===== config.mk =====
export PLATFORM = sky130hd
export DESIGN_NAME = mem_stage_flat
export DESIGN_NICKNAME = d
export VERILOG_FILES = /design/src/rtl/mem_stage_pkg.sv /design/src/rtl/mem_stage_if.sv /design/src/rtl/mem_timeout_ctr.sv /design/src/rtl/mem_stage.sv /design/src/flat_wrapper.sv
export SDC_FILE = /design/constraint.sdc
export NUM_CORES = 1
export LEC_CHECK = 0
export ABC_AREA = 1
export CAP_MARGIN = 40
export CORE_UTILIZATION = 23
export CTS_CLUSTER_DIAMETER = 60
export DETAILED_ROUTE_END_ITERATION = 7
export GPL_TIMING_DRIVEN = 0
export HOLD_SLACK_MARGIN = 0.1
export SYNTH_ARGS = -nofsm -noshare
export SYNTH_HDL_FRONTEND = slang
export SYNTH_SLANG_ARGS = --single-unit

===== constraint.sdc =====
create_clock -name clk -period 5.4 [get_ports clk]
set_input_delay 1.08 -clock clk [delete_from_list [all_inputs] [get_ports clk]]
set_output_delay 1.08 -clock clk [all_outputs]
set_load 0.01 [all_outputs]

===== src/rtl/mem_stage_pkg.sv =====
// Shared constants for the memory stage: FSM state encoding, word width, default timeout.
package mem_stage_pkg;
    localparam int WORD_W      = 16;
    localparam int TIMEOUT_DEF = 64;

    typedef logic [WORD_W-1:0] word_t;

    localparam logic [1:0] ST_IDLE   = 2'd0;
    localparam logic [1:0] ST_BUSY   = 2'd1;
    localparam logic [1:0] ST_HALTED = 2'd2;
    localparam logic [1:0] ST_ERR    = 2'd3;
endpackage


===== src/rtl/mem_stage_if.sv =====
// Data-memory request/done handshake between the memory stage (master) and data memory (slave).
interface mem_stage_if;
    import mem_stage_pkg::*;

    logic  mem_req;
    logic  mem_wr;
    word_t mem_addr;
    word_t mem_wdata;
    logic  mem_done;
    word_t mem_rdata;

    modport master (output mem_req, mem_wr, mem_addr, mem_wdata,
                    input  mem_done, mem_rdata);
    modport slave  (input  mem_req, mem_wr, mem_addr, mem_wdata,
                    output mem_done, mem_rdata);
endinterface


===== src/rtl/mem_timeout_ctr.sv =====
// 8-bit saturating wait counter; o_expired flags the last permitted BUSY cycle (count == TIMEOUT-1).
module mem_timeout_ctr
    import mem_stage_pkg::*;
#(
    parameter int TIMEOUT = TIMEOUT_DEF
)(
    input  logic clk,
    input  logic rst,
    input  logic i_clr,
    input  logic i_en,
    output logic o_expired
);
    localparam logic [7:0] LIMIT = 8'(TIMEOUT - 1);

    logic [7:0] r_cnt;

    always_ff @(posedge clk or posedge rst) begin
        if (rst)
            r_cnt <= 8'd0;
        else if (i_clr)
            r_cnt <= 8'd0;
        else if (i_en && r_cnt != 8'hFF)
            r_cnt <= r_cnt + 8'd1;
    end

    assign o_expired = (r_cnt == LIMIT);
endmodule


===== src/rtl/mem_stage.sv =====
// Memory stage: issues one data-memory access per load/store, stalls upstream while busy, retires to WB.
// Optional build macro MEM_ALIGN_CHECK_EN traps odd-address loads/stores as errors.
module mem_stage
    import mem_stage_pkg::*;
#(
    parameter int TIMEOUT = TIMEOUT_DEF
)(
    input  logic       clk,
    input  logic       rst,
    input  logic       ex_valid,
    input  word_t      ex_result,
    input  word_t      ex_wdata,
    input  logic       mem_read,
    input  logic       mem_write,
    input  logic       halt,
    output logic       stall,
    mem_stage_if.master mem,
    output logic       wb_valid,
    output word_t      wb_data,
    output logic       halted,
    output logic       err
);
    logic [1:0] r_state;
    logic       r_req, r_wr, r_is_load, r_wb_valid, r_halted, r_err;
    word_t      r_addr, r_wdata, r_wb_data;

    logic w_accept, w_is_mem, w_illegal, w_unaligned, w_busy_wait, w_expired;

    assign w_accept    = (r_state == ST_IDLE) && ex_valid;
    assign w_is_mem    = mem_read ^ mem_write;
    assign w_illegal   = mem_read & mem_write;
    assign w_busy_wait = (r_state == ST_BUSY) && !mem.mem_done;

`ifdef MEM_ALIGN_CHECK_EN
    assign w_unaligned = ex_result[0];
`else
    assign w_unaligned = 1'b0;
`endif

    mem_timeout_ctr #(.TIMEOUT(TIMEOUT)) u_ctr (
        .clk       (clk),
        .rst       (rst),
        .i_clr     (w_accept),
        .i_en      (w_busy_wait),
        .o_expired (w_expired)
    );

    always_ff @(posedge clk or posedge rst) begin
        if (rst) begin
            r_state    <= ST_IDLE;
            r_req      <= 1'b0;
            r_wr       <= 1'b0;
            r_is_load  <= 1'b0;
            r_addr     <= '0;
            r_wdata    <= '0;
            r_wb_valid <= 1'b0;
            r_wb_data  <= '0;
            r_halted   <= 1'b0;
            r_err      <= 1'b0;
        end else begin
            r_req      <= 1'b0;
            r_wb_valid <= 1'b0;
            case (r_state)
                ST_IDLE: if (ex_valid) begin
                    // halt outranks the memory flags; bad ops trap before any request goes out
                    if (halt) begin
                        r_wb_valid <= 1'b1;
                        r_wb_data  <= ex_result;
                        r_halted   <= 1'b1;
                        r_state    <= ST_HALTED;
                    end else if (w_illegal || (w_is_mem && w_unaligned)) begin
                        r_err   <= 1'b1;
                        r_state <= ST_ERR;
                    end else if (w_is_mem) begin
                        r_req     <= 1'b1;
                        r_wr      <= mem_write;
                        r_is_load <= mem_read;
                        r_addr    <= ex_result;
                        r_wdata   <= ex_wdata;
                        r_state   <= ST_BUSY;
                    end else begin
                        r_wb_valid <= 1'b1;
                        r_wb_data  <= ex_result;
                    end
                end
                ST_BUSY: begin
                    // a done arriving in the expiry cycle still completes normally
                    if (mem.mem_done) begin
                        r_wb_valid <= 1'b1;
                        r_wb_data  <= r_is_load ? mem.mem_rdata : r_addr;
                        r_state    <= ST_IDLE;
                    end else if (w_expired) begin
                        r_err   <= 1'b1;
                        r_state <= ST_ERR;
                    end
                end
                default: ;
            endcase
        end
    end

    assign stall         = (r_state != ST_IDLE);
    assign mem.mem_req   = r_req;
    assign mem.mem_wr    = r_wr;
    assign mem.mem_addr  = r_addr;
    assign mem.mem_wdata = r_wdata;
    assign wb_valid      = r_wb_valid;
    assign wb_data       = r_wb_data;
    assign halted        = r_halted;
    assign err           = r_err;
endmodule

===== src/flat_wrapper.sv =====
// flat-port wrapper written by rule: the top's interface ports become plain ports
module mem_stage_flat import mem_stage_pkg::*;
#(
    parameter int TIMEOUT = TIMEOUT_DEF
)
  (clk, rst, ex_valid, ex_result, ex_wdata, mem_read, mem_write, halt, stall, wb_valid, wb_data, halted, err, mem_mem_req, mem_mem_wr, mem_mem_addr, mem_mem_wdata, mem_mem_done, mem_mem_rdata);
  mem_stage_if mem_i ();
  input  logic clk;
  input  logic rst;
  input  logic ex_valid;
  input  word_t ex_result;
  input  word_t ex_wdata;
  input  logic mem_read;
  input  logic mem_write;
  input  logic halt;
  output logic stall;
  output logic wb_valid;
  output word_t wb_data;
  output logic halted;
  output logic err;
  output wire logic [$bits(mem_i.mem_req)-1:0] mem_mem_req;
  output wire logic [$bits(mem_i.mem_wr)-1:0] mem_mem_wr;
  output wire logic [$bits(mem_i.mem_addr)-1:0] mem_mem_addr;
  output wire logic [$bits(mem_i.mem_wdata)-1:0] mem_mem_wdata;
  input wire logic [$bits(mem_i.mem_done)-1:0] mem_mem_done;
  input wire logic [$bits(mem_i.mem_rdata)-1:0] mem_mem_rdata;
  assign mem_mem_req = mem_i.mem_req;
  assign mem_mem_wr = mem_i.mem_wr;
  assign mem_mem_addr = mem_i.mem_addr;
  assign mem_mem_wdata = mem_i.mem_wdata;
  assign mem_i.mem_done = mem_mem_done;
  assign mem_i.mem_rdata = mem_mem_rdata;
  mem_stage #(.TIMEOUT(TIMEOUT)) u_core (.clk(clk), .rst(rst), .ex_valid(ex_valid), .ex_result(ex_result), .ex_wdata(ex_wdata), .mem_read(mem_read), .mem_write(mem_write), .halt(halt), .stall(stall), .mem(mem_i), .wb_valid(wb_valid), .wb_data(wb_data), .halted(halted), .err(err));
endmodule

Figure 1. Logic cells by family (run 1).
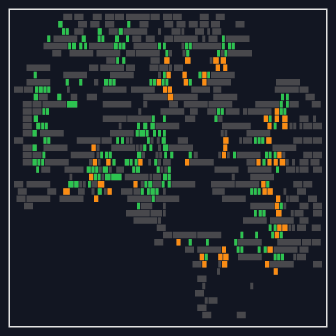
Orange marks inverting AOI/OAI gates, cells 60. Green marks NAND gates, cells 172.

Figure 2. Cells coloured by class (run 1).
Bar = 20 um.
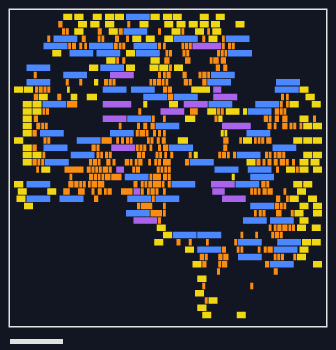
Purple marks clock drivers and dummy loads, cells 16, share of their area 7.8%. Orange marks all other logic, cells 311, share of their area 31%. Yellow marks other buffers and delay cells, cells 123, share of their area 26%. Blue marks flip-flops, cells 64, share of their area 35%.

Figure 3. The metal 2 layer (run 1).
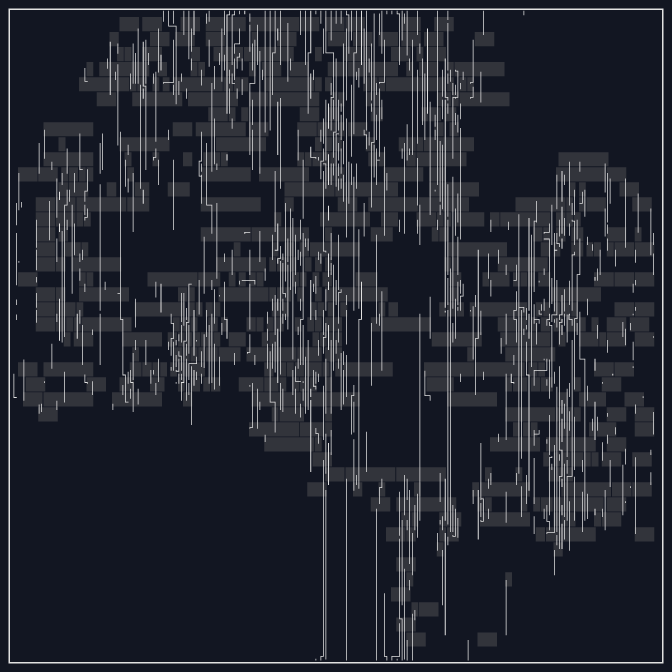
The wires run mostly vertical. The layer carries 4,350 um of wire. 463 nets have wire on it.

Figure 4. Clock network drawn from the DEF (run 1).
Bar = 20 um.
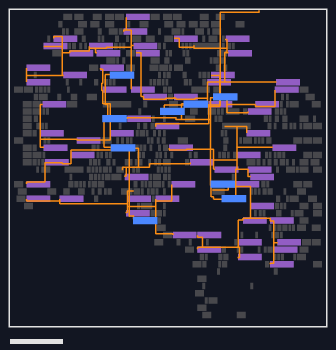
Purple marks flip-flops, count 64. Blue marks cells driving clock nets, count 9. Orange marks clock wires, length 1,020 um.
There are 10 routed clock nets.

==> run 1: layout make-up <==
cell class	count	area [um^2]	share of cell area, %
Buffer	14	96.3	2.02
Clock buffer	10	239	5.00
Clock inverter	6	115	2.41
Inverter	39	151	3.17
Multi-Input combinational cell	272	1250	26.3
Sequential cell	64	1600	33.5
Tap cell	176	220	4.61
Timing Repair Buffer	109	1100	23.0
==> run 1: sequential cells by signal, indices dropped and copies added (netlist names) <==
register,flops
u_core.halted,1
u_core.wb_valid,1
u_core.mem.mem_wdata,16
u_core.r_state,2
u_core.r_is_load,1
u_core.err,1
u_core.mem.mem_addr,16
u_core.u_ctr.r_cnt,8
u_core.mem.mem_wr,1
u_core.wb_data,16
u_core.mem.mem_req,1
==> run 1: Yosys cell counts <==
library cell	number
o21ai_1	18
ha_1	3
a21o_1	1
o22ai_1	16
xor2_1	3
nor2_4	1
nor2_2	1
nand3_1	28
nor2_8	1
o21bai_1	1
o211ai_1	1
nand2_2	3
clkinv_1	1
nor2_1	30
buf_6	3
a21oi_1	3
clkbuf_1	3
buf_4	1
buf_2	5
buf_1	1
dfrtp_1	64
inv_6	1
buf_8	1
nand2_4	2
inv_1	36
nand4_1	2
nand2_1	137
inv_2	1
o21ai_0	21
==> run 1: final timing paths <==
kind,from,to,slack [ps],depth (start not counted)
worst max-delay path,u_core.r_state[1],stall,2720,3
worst min register to register,u_core.mem.mem_wdata[4],u_core.mem.mem_wdata[4],470,2
worst min-delay path,u_core.mem.mem_wdata[4],u_core.mem.mem_wdata[4],470,2
min in group asynchronous,rst,u_core.wb_data[12],1190,2
worst max register to register,u_core.r_is_load,u_core.wb_data[9],3770,6
max in group asynchronous,rst,u_core.u_ctr.r_cnt[0],3580,3
==> run 1: tightest hold or removal path, cell delays in order, from the launching register on <==
cell and delay (ps):
dfrtp_1 340, nand2_1 50, nand2_1 50
==> run 1: cells by family after synthesis <==
| logic type | after synthesis |
|---|---|
| and+or+nand+nor | 205 |
| AOI/OAI and AO/OA | 61 |
| buffers and inverters | 53 |
| adders and majority gates | 3 |
| xor gates and xnor gates | 3 |
| DFF | 64 |
==> run 1: power by group <==
part	leakage, nW	total (W)	switching [W]	internal (W)
sequential	0.870	0.000493	0.00000558	0.000487
clock	0.169	0.000694	0.000228	0.000466
combinational	1.28	0.0000968	0.0000406	0.0000562
==> run 1: stage by stage <==
step	cell area (um^2)	utilization [%]	total power (W)	setup WS, ps
4_1_cts	4780	36.2	0.00130	2720
6_report	4780	36.2	0.00128	2720
3_5_place_dp	4430	33.6	0.000599	2440
2_1_floorplan	3100	-	0.000532	2720
3_3_place_gp	4410	33.4	0.000596	1520
5_1_grt	4780	36.2	0.00133	2650
==> run 1: metal layers <==
metal  share of wire [%]  track usage [%]  vias to the layer above  wire (um)
met5                   0                0                        -          0
met4                 1.4             5.69                        0        131
met3                 5.7             3.23                       15        526
met2                  47             23.3                      103       4350
met1                  46             17.1                     1446       4210
li1                    -                -                     1485          -
==> flow_summary.ini, run 1 <==
; synthesis and place-and-route metrics
[floorplanning]
core_um2 = 13200
boundaryPins = 109

[synth]
yosysSeqAreaShare_pct = 51.6
syn_area_um2 = 3100
synthAoiAreaFrac_pct = 10.7

[worst_setup_path]
critPathCaptureType = primary output
worstPathCellList = nor2_2 -> inv_2 -> clkdlybuf4s50_1
cp_slowest_cell = clkdlybuf4s50_1
critPathArrivalTime_ps = 1600

[global_routing]
grt_pass1_vias = 3114
gr-total-overflow = 0

[layout]
final_cells = 690
fillCellCount = 1306
final_cell_mix = nand2_1 (137), clkdlybuf4s50_1 (108), dfrtp_1 (64), inv_1 (35), nor2_1 (30)
diodes = 0

[timing]
fin_crit_sh_pct = 49.6
grt_setup_unrepaired = false
fmax_ghz = 0.373

[cts]
cts_buffers = 9
cts_max_level = 3
cts_setup_buffers = 0
cts_root_buf = clkbuf_16

[drt]
wl_per_cell_um = 13.4
drt_wl_total_um = 9220
first_iter_violations = 214

[flow_run]
max-cap-violations = 0

[status]
status = completed

[pwr]
p_leak_nw = 2.32
==> inputs of run 2 (changes only) <==
==> constraint.sdc (replaced) <==
create_clock -name clk -period 2.75 [get_ports clk]
set_input_delay 0.55 -clock clk [delete_from_list [all_inputs] [get_ports clk]]
set_output_delay 0.55 -clock clk [all_outputs]
set_load 0.01 [all_outputs]
Figure 5. Cells coloured by class (run 2).
Bar = 20 um.
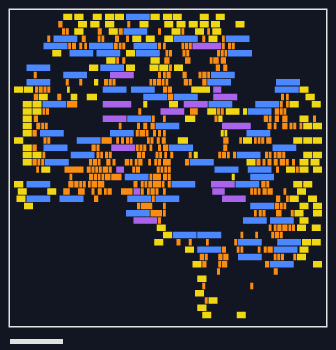
Purple marks clock drivers and dummy loads, cells 16, share of their area 7.8%. Yellow marks other buffers and delay cells, cells 123, share of their area 26%. Orange marks all other logic, cells 311, share of their area 31%. Blue marks flip-flops, cells 64, share of their area 35%.

Figure 6. Logic cells by family (run 2).
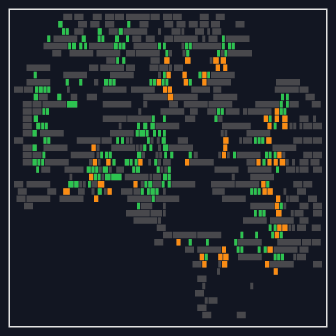
Orange marks inverting AOI/OAI gates, cells 60. Green marks NAND gates, cells 172.

==> run 2 against run 1 <==
  * Hold slack stayed put
  * Final area stayed put
  * Clock-buffer cell count stayed put
  * Clock power is 96% higher
  * Area after synthesis stayed put
  * Flip-flop count stayed put
  * Non-clock buffer count stayed put
  * Global-route usage stayed put
  * Die size stayed put
  * Final cell count stayed put
  * Critical path depth stayed put
  * Critical endpoint unchanged
  * Largest power group unchanged
==> flow_summary.ini, run 2 <==
; synthesis and place-and-route metrics
[cts]
cts_buffers = 9
cts_root_buf = clkbuf_16
cts_max_level = 3
clk_pin_slew_ps = 60

[floorplanning]
core_um2 = 13200
boundaryPins = 109

[drt]
first_iter_violations = 214
wl_per_cell_um = 13.4
drt_wl_total_um = 9220

[synth]
syn_area_um2 = 3100
async_reset_ff_share_pct = 100
yosysSeqAreaShare_pct = 51.6
common_cells = nand2_1 (137), dfrtp_1 (64), inv_1 (36), nor2_1 (30), nand3_1 (28)
synth-edff-count = 0
synthAoiAreaFrac_pct = 10.7

[timing]
grt_setup_unrepaired = false
worst_slack_ps = 600
fin_crit_sh_pct = 78.2
fmax_ghz = 0.465

[global_routing]
grt_pass1_vias = 3114
gr-total-overflow = 0

[worst_setup_path]
critPathCaptureType = primary output
critPathArrivalTime_ps = 1600

[layout]
fillCellCount = 1306
final_cells = 690
final_cell_mix = nand2_1 (137), clkdlybuf4s50_1 (108), dfrtp_1 (64), inv_1 (35), nor2_1 (30)
diodes = 0

[pwr]
p_leak_nw = 2.32

[flow_run]
max-cap-violations = 0

[status]
status = completed
-- run 2: cells by family after synthesis --
| kind of cell | Yosys count |
|---|---|
| and+or+nand+nor | 205 |
| buffers and inverters | 53 |
| DFF | 64 |
| adders and majority gates | 3 |
| AOI/OAI and AO/OA | 61 |
| xor gates and xnor gates | 3 |
-- run 2: power by group --
group	internal, W	switching [W]	total, W
clock	0.000915	0.000448	0.00136
sequential	0.000956	0.0000110	0.000967
combinational	0.000110	0.0000797	0.000190
total	0.00198	0.000539	0.00252
-- run 2: final cells by class --
cell class | instances | area, um^2 | area share [%]
inverter | 39 | 151 | 3.17
clock buffer | 10 | 239 | 5.00
clock inverter | 6 | 115 | 2.41
multi-input combinational | 272 | 1250 | 26.3
tap | 176 | 220 | 4.61
timing repair buffer | 109 | 1100 | 23.0
sequential | 64 | 1600 | 33.5
buffer | 14 | 96.3 | 2.02
-- run 2: layer usage --
layer  part of all wire (%)  GRT usage, %  vias to the layer above  wire length [um]
met5                      0             0                        -                 0
met2                     47          23.3                      103              4350
met3                    5.7          3.23                       15               526
li1                       -             -                     1485                 -
met4                    1.4          5.69                        0               131
met1                     46          17.1                     1446              4210
-- run 2: through the flow --
stage	total power [W]	area, um^2	hold slack, ps	utilization (%)
3_5_place_dp	0.00118	4430	458	33.6
6_report	0.00252	4780	470	36.2
2_1_floorplan	0.00104	3100	489	-
5_1_grt	0.00262	4780	503	36.2
3_3_place_gp	0.00117	4410	456	33.4
4_1_cts	0.00255	4780	473	36.2
-- run 2: worst max-delay path, stage by stage, from the launching register on --
cell and delay (ps):
dfrtp_1 440, nor2_2 240, inv_2 100, clkdlybuf4s50_1 500
-- run 2: final timing paths --
path                                          from                      end  slack [ps]  cells after the start
max                              u_core.r_state[1]                    stall         600                      3
min                        u_core.mem.mem_wdata[4]  u_core.mem.mem_wdata[4]         470                      2
max reg2reg                       u_core.r_is_load        u_core.wb_data[9]        1120                      6
min reg2reg                u_core.mem.mem_wdata[4]  u_core.mem.mem_wdata[4]         470                      2
max in group asynchronous                      rst    u_core.u_ctr.r_cnt[0]        1460                      3
min in group asynchronous                      rst       u_core.wb_data[12]         660                      2
Figure 7. The metal 2 layer (run 2).
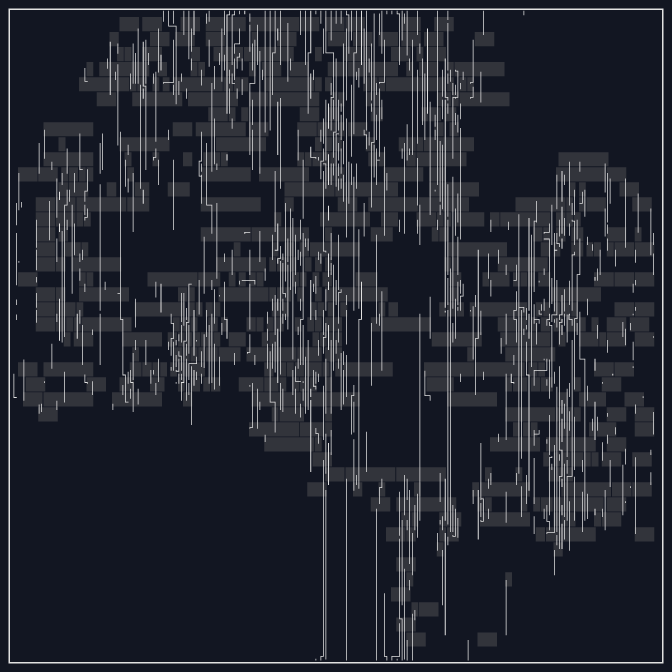

==> inputs of run 3 (changes only) <==
==> constraint.sdc (replaced) <==
create_clock -name clk -period 2 [get_ports clk]
set_input_delay 0.4 -clock clk [delete_from_list [all_inputs] [get_ports clk]]
set_output_delay 0.4 -clock clk [all_outputs]
set_load 0.01 [all_outputs]
Figure 8. The metal 2 layer (run 3).
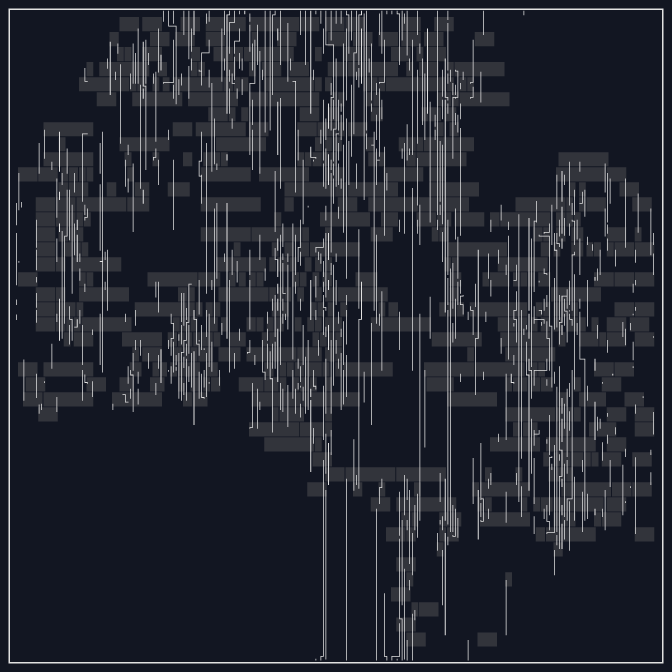
The layer holds 48% of the routed length. The wires run mostly vertical.

==> run 3 against run 2 <==
  * Final area up 0.47%
  * Non-clock buffer count up 1
  * Clock power up 37%
  * Register-to-register slack worse by 750 ps
  * Routed wire length up 0.25%
  * Final cell count up 0.14%
  * First-iteration DRC count up 21%
  * Area after synthesis unchanged
  * Die size unchanged
  * Flip-flop count unchanged
  * Clock-buffer cell count unchanged
  * Critical path type unchanged
  * Largest power group unchanged
==> flow_summary.ini, run 3 <==
; synthesis and place-and-route metrics
[drt]
wl_per_cell_um = 13.4
drt_wl_total_um = 9240
first_iter_violations = 260

[worst_setup_path]
rr_worst_depth = 6
r2r_start = u_core.r_is_load
critPathArrivalTime_ps = 1520
critPathCaptureType = primary output
critPathLaunch = u_core.r_state[1]
r2r_end = u_core.wb_data[6]

[pwr]
p_comb_share_pct = 7.6
internal_power_w = 0.00273
netSwitchingPower_w = 0.000738
power_frac_clock_pct = 54.0
p_leak_nw = 2.32
switching_share_pct = 21.3

[global_routing]
grt.busiest_layer = met2
grt.met1_usage_pct = 17.1
grt_pass1_vias = 3114
grt_use_met3_pct = 3.23
use_met2_pct = 23.3

[synth]
yosysSeqAreaShare_pct = 51.6
syn_area_um2 = 3100
synthAoiAreaFrac_pct = 10.7
async_reset_ff_share_pct = 100
common_cells = nand2_1 (137), dfrtp_1 (64), inv_1 (36), nor2_1 (30), nand3_1 (28)
synth-edff-count = 0

[layout]
final_util_pct = 36.4
final_cell_mix = nand2_1 (137), clkdlybuf4s50_1 (108), dfrtp_1 (63), inv_1 (35), nor2_1 (30)
diodes = 0

[hold_path]
min-delay-start = u_core.mem.mem_wdata[4]
hold_depth = 2

[timing]
worst_slack_ps = 76.8
hold_slack_ps = 470
fmax_ghz = 0.520

[status]
status = completed

[cts]
cts_root_buf = clkbuf_16

[floorplanning]
core_um2 = 13200
boundaryPins = 109

[place]
dpl_cell_area_um2 = 4430

[flow_run]
max-cap-violations = 0
Figure 9. Clock network drawn from the DEF (run 3).
Bar = 20 um.
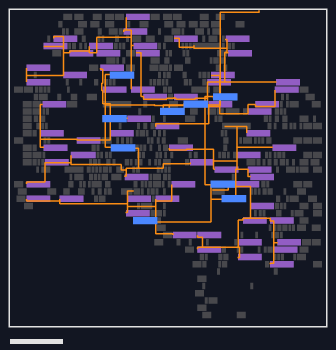
Purple marks flip-flops, count 64. Orange marks clock wires, length 1,010 um. Blue marks cells driving clock nets, count 9.
There are 10 routed clock nets.

-- run 3: cell counts after synthesis --
Identical to the previous run, type by type.
-- run 3: timing repair --
action | in CTS | in global routing
gates resized | 0 | 4
setup buffers | 0 | 1
endpoints found under the setup margin | 0 | 16
hold endpoints to repair | 0 | 0
-- run 3: power by group through the flow --
| stage | sequential (W) | clock [W] | combinational [W] |
|---|---|---|---|
| after detailed placement | 0.00135 | 0 | 0.000265 |
| after floorplan | 0.00136 | 0 | 0.0000767 |
| after global placement | 0.00135 | 0 | 0.000257 |
| final | 0.00133 | 0.00187 | 0.000263 |
| after global routing | 0.00133 | 0.00198 | 0.000289 |
| after CTS | 0.00133 | 0.00191 | 0.000266 |
-- run 3: layer usage --
layer | up-vias | part of all wire (%)
met4 | 0 | 0.48
met5 | - | 0
li1 | 1488 | -
met3 | 4 | 5.7
met2 | 87 | 48
met1 | 1433 | 46
-- run 3: area by class of cell --
class	instances	area [um^2]	area share (%)
inverter	39	155	3.23
timing repair buffer	110	1110	23.1
clock buffer	10	239	4.98
clock inverter	6	115	2.40
sequential	64	1600	33.4
multi-input combinational	272	1260	26.3
tap	176	220	4.59
buffer	14	96.3	2.01
-- run 3: logic make-up after synthesis --
logic type	Yosys count
buffers and inverters	53
AND/OR/NAND/NOR	205
XOR/XNOR	3
flip-flops	64
adder cells (fa/ha/maj)	3
AND-OR/OR-AND	61
-- run 3: how the worst min path moves through the flow --
| stage | end |
|---|---|
| global route | u_core.mem.mem_wdata[5] |
| floorplan | u_core.u_ctr.r_cnt[1] |
| global placement | u_core.mem.mem_wdata[5] |
| detailed placement | u_core.mem.mem_wdata[4] |
| CTS | u_core.mem.mem_wdata[4] |
| finish | u_core.mem.mem_wdata[4] |
-- run 3: per-stage QoR --
step	total power [W]	TNS, ps
floorplan	0.00144	0
global placement	0.00161	-86120
detailed placement	0.00162	-10390
CTS	0.00351	0
global route	0.00360	-98.6
finish	0.00346	0
-- run 3: critical path, cell delays in order (launching register included) --
cell and delay (ps):
dfrtp_2 450, nor2_4 170, inv_2 90, clkdlybuf4s50_1 490
Power is estimated from default activity; no workload was simulated.
